<file path="src/rtl/l1_cache_nway.sv">
// N-way set-associative, write-back, write-allocate L1 data cache with true-LRU replacement.
// Optional hit/miss/writeback counters when L1_CACHE_STATS_EN is defined.
module l1_cache_nway #(
  parameter int ADDR_BITS  = 8,
  parameter int WORD_BITS  = 8,
  parameter int OFST_BITS  = 2,
  parameter int INDEX_BITS = 2,
  parameter int WAYS       = 4
) (
  input  logic                               clk,
  input  logic                               rst_n,
  input  logic                               u_request,
  input  logic                               u_we,
  input  logic [ADDR_BITS-1:0]               u_addr,
  input  logic [WORD_BITS-1:0]               u_din,
  output logic                               u_ready,
  output logic [WORD_BITS-1:0]               u_dout,
  output logic                               d_request,
  output logic                               d_we,
  output logic [ADDR_BITS-OFST_BITS-1:0]     d_addr,
  output logic [(WORD_BITS<<OFST_BITS)-1:0]  d_din,
  input  logic                               d_ready,
  input  logic [(WORD_BITS<<OFST_BITS)-1:0]  d_dout
`ifdef L1_CACHE_STATS_EN
  ,
  output logic [15:0]                        hit_cnt,
  output logic [15:0]                        miss_cnt,
  output logic [15:0]                        wb_cnt
`endif
);
  localparam int TAG_BITS = ADDR_BITS - INDEX_BITS - OFST_BITS;
  localparam int SETS     = 1 << INDEX_BITS;
  localparam int WB       = $clog2(WAYS);
  localparam int BLK_W    = WORD_BITS << OFST_BITS;

  typedef enum logic [1:0] {IDLE, LOOKUP, WRITEBACK, FILL} state_t;

  state_t                r_state;
  logic                  r_we;
  logic [ADDR_BITS-1:0]  r_addr;
  logic [WORD_BITS-1:0]  r_din;
  logic [WB-1:0]         r_vict;
  logic                  r_valid [SETS][WAYS];
  logic                  r_dirty [SETS][WAYS];
  logic [WB-1:0]         r_age   [SETS][WAYS];
  logic [TAG_BITS-1:0]   r_tag   [SETS][WAYS];
  logic [BLK_W-1:0]      r_data  [SETS][WAYS];

  logic [TAG_BITS-1:0]   w_tag;
  logic [INDEX_BITS-1:0] w_idx;
  logic [OFST_BITS-1:0]  w_ofst;
  logic                  w_hit, w_has_inv, w_touch;
  logic [WB-1:0]         w_hit_way, w_inv_way, w_lru_way, w_vict, w_touch_way, w_acc_age;

  function automatic logic [BLK_W-1:0] merge_word(input logic [BLK_W-1:0] blk,
                                                  input logic [OFST_BITS-1:0] ofst,
                                                  input logic [WORD_BITS-1:0] word);
    logic [BLK_W-1:0] res;
    res = blk;
    res[int'(ofst)*WORD_BITS +: WORD_BITS] = word;
    return res;
  endfunction

  function automatic logic [WORD_BITS-1:0] get_word(input logic [BLK_W-1:0] blk,
                                                    input logic [OFST_BITS-1:0] ofst);
    return blk[int'(ofst)*WORD_BITS +: WORD_BITS];
  endfunction

  function automatic logic [15:0] sat_inc(input logic [15:0] v);
    return (v == 16'hFFFF) ? v : v + 16'd1;
  endfunction

  assign w_tag  = r_addr[ADDR_BITS-1 -: TAG_BITS];
  assign w_idx  = r_addr[OFST_BITS +: INDEX_BITS];
  assign w_ofst = r_addr[OFST_BITS-1:0];

  // Descending scan so the lowest-index invalid way wins.
  always_comb begin
    w_hit     = 1'b0;
    w_hit_way = '0;
    w_has_inv = 1'b0;
    w_inv_way = '0;
    w_lru_way = '0;
    for (int w = WAYS-1; w >= 0; w--) begin
      if (r_valid[w_idx][w] && (r_tag[w_idx][w] == w_tag)) begin
        w_hit     = 1'b1;
        w_hit_way = WB'(w);
      end
      if (!r_valid[w_idx][w]) begin
        w_has_inv = 1'b1;
        w_inv_way = WB'(w);
      end
      if (r_age[w_idx][w] == WB'(WAYS-1)) w_lru_way = WB'(w);
    end
    w_vict      = w_has_inv ? w_inv_way : w_lru_way;
    w_touch_way = (r_state == LOOKUP) ? w_hit_way : r_vict;
    w_touch     = ((r_state == LOOKUP) && w_hit) || ((r_state == FILL) && d_ready);
    w_acc_age   = r_age[w_idx][w_touch_way];
  end

  always_ff @(posedge clk or negedge rst_n) begin
    if (!rst_n) begin
      r_state   <= IDLE;
      r_we      <= 1'b0;
      r_vict    <= '0;
      u_ready   <= 1'b0;
      u_dout    <= '0;
      d_request <= 1'b0;
      d_we      <= 1'b0;
      d_addr    <= '0;
      d_din     <= '0;
      for (int s = 0; s < SETS; s++) begin
        for (int w = 0; w < WAYS; w++) begin
          r_valid[s][w] <= 1'b0;
          r_dirty[s][w] <= 1'b0;
          r_age[s][w]   <= WB'(w);
        end
      end
`ifdef L1_CACHE_STATS_EN
      hit_cnt  <= '0;
      miss_cnt <= '0;
      wb_cnt   <= '0;
`endif
    end else begin
      u_ready   <= 1'b0;
      u_dout    <= '0;
      d_request <= 1'b0;
      if (w_touch) begin
        for (int w = 0; w < WAYS; w++) begin
          if (WB'(w) == w_touch_way)         r_age[w_idx][w] <= '0;
          else if (r_age[w_idx][w] < w_acc_age) r_age[w_idx][w] <= r_age[w_idx][w] + WB'(1);
        end
      end
      case (r_state)
        IDLE: if (u_request) begin
          r_we    <= u_we;
          r_state <= LOOKUP;
        end
        LOOKUP: begin
          if (w_hit) begin
            if (r_we) r_dirty[w_idx][w_hit_way] <= 1'b1;
            else      u_dout <= get_word(r_data[w_idx][w_hit_way], w_ofst);
            u_ready <= 1'b1;
            r_state <= IDLE;
`ifdef L1_CACHE_STATS_EN
            hit_cnt <= sat_inc(hit_cnt);
`endif
          end else begin
            r_vict    <= w_vict;
            d_request <= 1'b1;
`ifdef L1_CACHE_STATS_EN
            miss_cnt <= sat_inc(miss_cnt);
`endif
            if (r_valid[w_idx][w_vict] && r_dirty[w_idx][w_vict]) begin
              d_we    <= 1'b1;
              d_addr  <= {r_tag[w_idx][w_vict], w_idx};
              d_din   <= r_data[w_idx][w_vict];
              r_state <= WRITEBACK;
`ifdef L1_CACHE_STATS_EN
              wb_cnt <= sat_inc(wb_cnt);
`endif
            end else begin
              d_we    <= 1'b0;
              d_addr  <= {w_tag, w_idx};
              r_state <= FILL;
            end
          end
        end
        WRITEBACK: if (d_ready) begin
          d_request <= 1'b1;
          d_we      <= 1'b0;
          d_addr    <= {w_tag, w_idx};
          r_state   <= FILL;
        end
        FILL: if (d_ready) begin
          r_valid[w_idx][r_vict] <= 1'b1;
          r_dirty[w_idx][r_vict] <= r_we;
          u_ready <= 1'b1;
          if (!r_we) u_dout <= get_word(d_dout, w_ofst);
          r_state <= IDLE;
        end
        default: r_state <= IDLE;
      endcase
    end
  end

  // Request payload, tags and line data carry no reset; valid bits gate their use.
  always_ff @(posedge clk) begin
    if ((r_state == IDLE) && u_request) begin
      r_addr <= u_addr;
      r_din  <= u_din;
    end
    if ((r_state == LOOKUP) && w_hit && r_we)
      r_data[w_idx][w_hit_way] <= merge_word(r_data[w_idx][w_hit_way], w_ofst, r_din);
    if ((r_state == FILL) && d_ready) begin
      r_data[w_idx][r_vict] <= r_we ? merge_word(d_dout, w_ofst, r_din) : d_dout;
      r_tag[w_idx][r_vict]  <= w_tag;
    end
  end

endmodule

</file>
<file path="config.mk">
export PLATFORM = sky130hd
export DESIGN_NAME = l1_cache_nway
export DESIGN_NICKNAME = d
export VERILOG_FILES = /design/src/rtl/l1_cache_nway.sv
export SDC_FILE = /design/constraint.sdc
export NUM_CORES = 1
export LEC_CHECK = 0
export CORE_ASPECT_RATIO = 1.75
export CORE_MARGIN = 1
export CORE_UTILIZATION = 37
export DETAILED_ROUTE_END_ITERATION = 6
export PLACE_DENSITY = 0.57
export REMOVE_ABC_BUFFERS = 1
export SLEW_MARGIN = 20
export SYNTH_ARGS = -nofsm -noshare
export SYNTH_HDL_FRONTEND = slang
export SYNTH_SLANG_ARGS = --single-unit
</file>
<file path="constraint.sdc">
create_clock -name clk -period 6.6 [get_ports clk]
set_input_delay 1.32 -clock clk [delete_from_list [all_inputs] [get_ports clk]]
set_output_delay 1.32 -clock clk [all_outputs]
set_load 0.005 [all_outputs]
</file>
Routing congestion map:
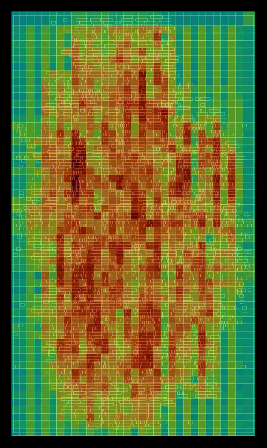
Avg WL per Cell: 29.7 microns
grt peak-use layer: met2
met1 GRT Util: 26.9%

Drive-strength map:
The bar under the picture is 50 microns long.
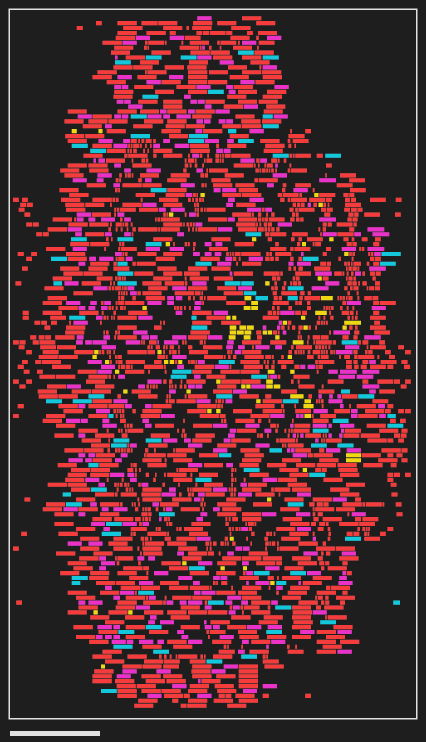
legend:
  x3 and x4:
    color: yellow
    cells: 77
    share: 3.4%
  x1 and smaller:
    color: red
    cells: 1663
    share: 74%
  x2:
    color: magenta
    cells: 411
    share: 18%
  x6 and larger:
    color: cyan
    cells: 97
    share: 4.3%

M2 wires:
The bar under the picture is 50 microns long. Cells faint in the background.
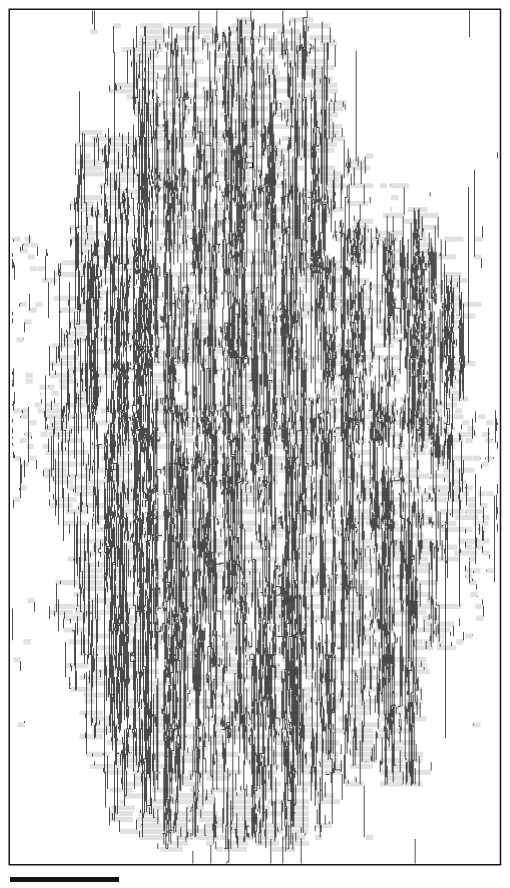
share of all routed wire: 52%
longest straight run: 133 microns
met2 Usage GRT: 41.4%
total number of vias: 19800

Metal 1:
The bar under the picture is 50 microns long. Supply wires on this layer in gray. Cells faint in the background.
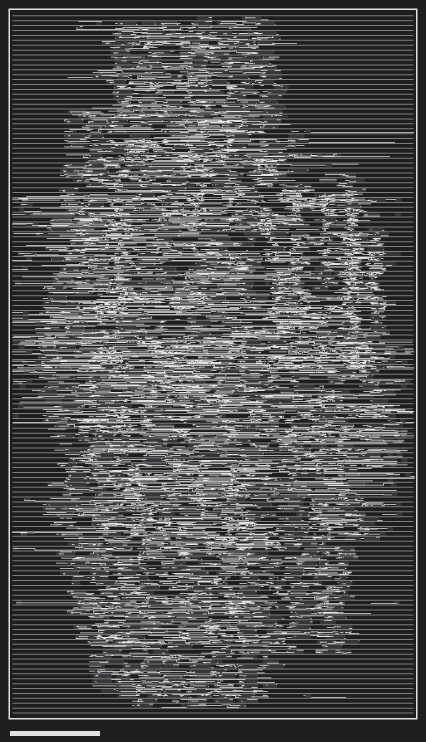
main direction: horizontal
longest straight run: 57.0 microns
WL final: 101 mm

Layout detail:
The bar under the picture is 10 microns long. Region (92, 98) to (132, 138) microns. Cells in gray, sequential cells in the stronger gray; small squares are vias.
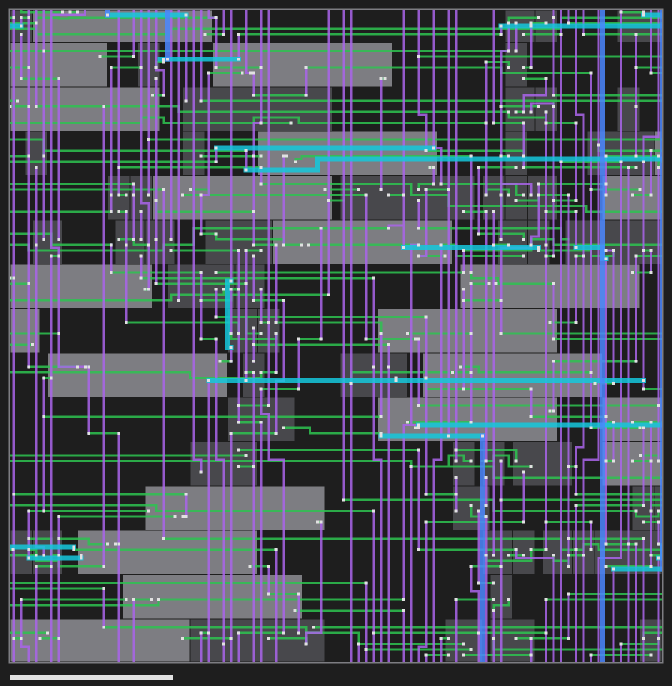
legend:
  M3:
    color: cyan
  M2:
    color: purple
  M1:
    color: green
  M4:
    color: blue
cells with their middle in the window: 68
sequential cells in the window: 17
netlist names of flops here include: r_data (17)
most frequent: nand2_1 (18), edfxtp_1 (17), o21ai_0 (12)

power by group through the flow:
stage | clock network (uW) | registers (uW) | logic, uW
2_1_floorplan | 0 | 5940 | 3010
6_report | 4140 | 5820 | 4390
3_3_place_gp | 0 | 5900 | 4300
3_5_place_dp | 0 | 5920 | 4370
5_1_grt | 4350 | 5850 | 4680
4_1_cts | 4190 | 5830 | 4390
routing by layer:
layer / part of all wire (%) / up-vias / global-route usage (%)
met3: 6.3 / 207 / 4.31
li1: - / 8419 / -
met5: 0 / - / 0
met4: 4.4 / 0 / 10.4
met2: 52 / 831 / 41.4
met1: 37 / 10300 / 26.9
sequential cells by signal (all words and copies together) (netlist names), 2 cells and up, named ones only:
name     cells
d_addr       6
d_din       32
r_addr       8
r_age       32
r_data     512
r_din        8
r_dirty     16
r_tag       64
r_valid     16
r_vict       2
u_dout       8
==> flow_summary.toml <==
# yosys + openroad results
[clocking]
htree_levels = 3
ctsResizeCount = 0
cts.sinks = 712
postCtsSetupBuffers = 0
path_clk_slew_ns = 0.07

[pwr]
clkPwrFrac_pct = 28.8
switching_share_pct = 33.1
pwr-share-seq_pct = 40.6
power_leakage_uw = 0.0125
p_int_uw = 9610

[timing]
maxSlewHeadroom_pct = 30.7
fmaxAchievable_mhz = 195
fin_skew_ns = 0.0355
holdWs_ns = 0.472
worst_slack_ns = 1.46

[routing]
drc_errors = 0
antenna_left = 0

[cells_and_area]
sh_seq_area_pct = 56.1
mostFrequentLayoutCells = "592 x edfxtp_1, 213 x nand2_1, 185 x mux2_2, 166 x mux4_2, 158 x o21ai_0"
fin_area_sq_mm = 0.0371
inverters = 21
combGateArea_sq_mm = 0.0110
dominant_cells = "registers"
stdcell_count = 3400
syn_to_final_growth_pct = 15.2
logic_gate_count = 1239

[setup_path]
startpoint = "r_addr[3]"
cpLargestDelayFamily = "AND-OR/OR-AND gates"
start_kind = "register"
cp.arrival_ns = 5.62
worstSetupPathType = "reg -> reg"
slowest_delay_ns = 1.03
crit_end = "d_din[3]"
required_ns = 7.08
crit_cells = 14

[flow_run]
warnings = 35

[yosys]
edf_count = 592
ys_chip_area_sq_mm = 0.0322
synth.avg_cell_area_sq_um = 15.3
syn_inst = 2110
mux_area_share_pct = 19.5
top_cells_by_count = "592 x edfxtp_1, 213 x nand2_1, 185 x mux2_2"
yosysMostFrequentCell = "edfxtp_1"
synth.area.top_cells = "edfxtp_1 55%, mux4_2 12%, dfrtp_1 7.9%"
yosysSeqAreaShare_pct = 64.6
synthesis.area_sq_mm = 0.0322
aoi_share_pct = 6.03
simple_gate_share_pct = 6.99
top_logic_kind = "multiplexers"
yosys_warnings = 0
synthXorXnorAreaFrac_pct = 0.435

[worst_hold_path]
holdPathStages = 1
hp-class = "reg -> reg"
min_to = "r_valid[1]"

[placed_design]
post-place-ws_ns = 1.29

[global_route]
grt_usage_pct = 23.2
grt_overflow = 0
grt_pass1_wl_mm = 145

[floorplan]
num_tap_cells = 1152
dieArea_sq_mm = 0.0882
rows = 142

[run_status]
status = "finished clean"
Power is estimated from default activity; no workload was simulated.
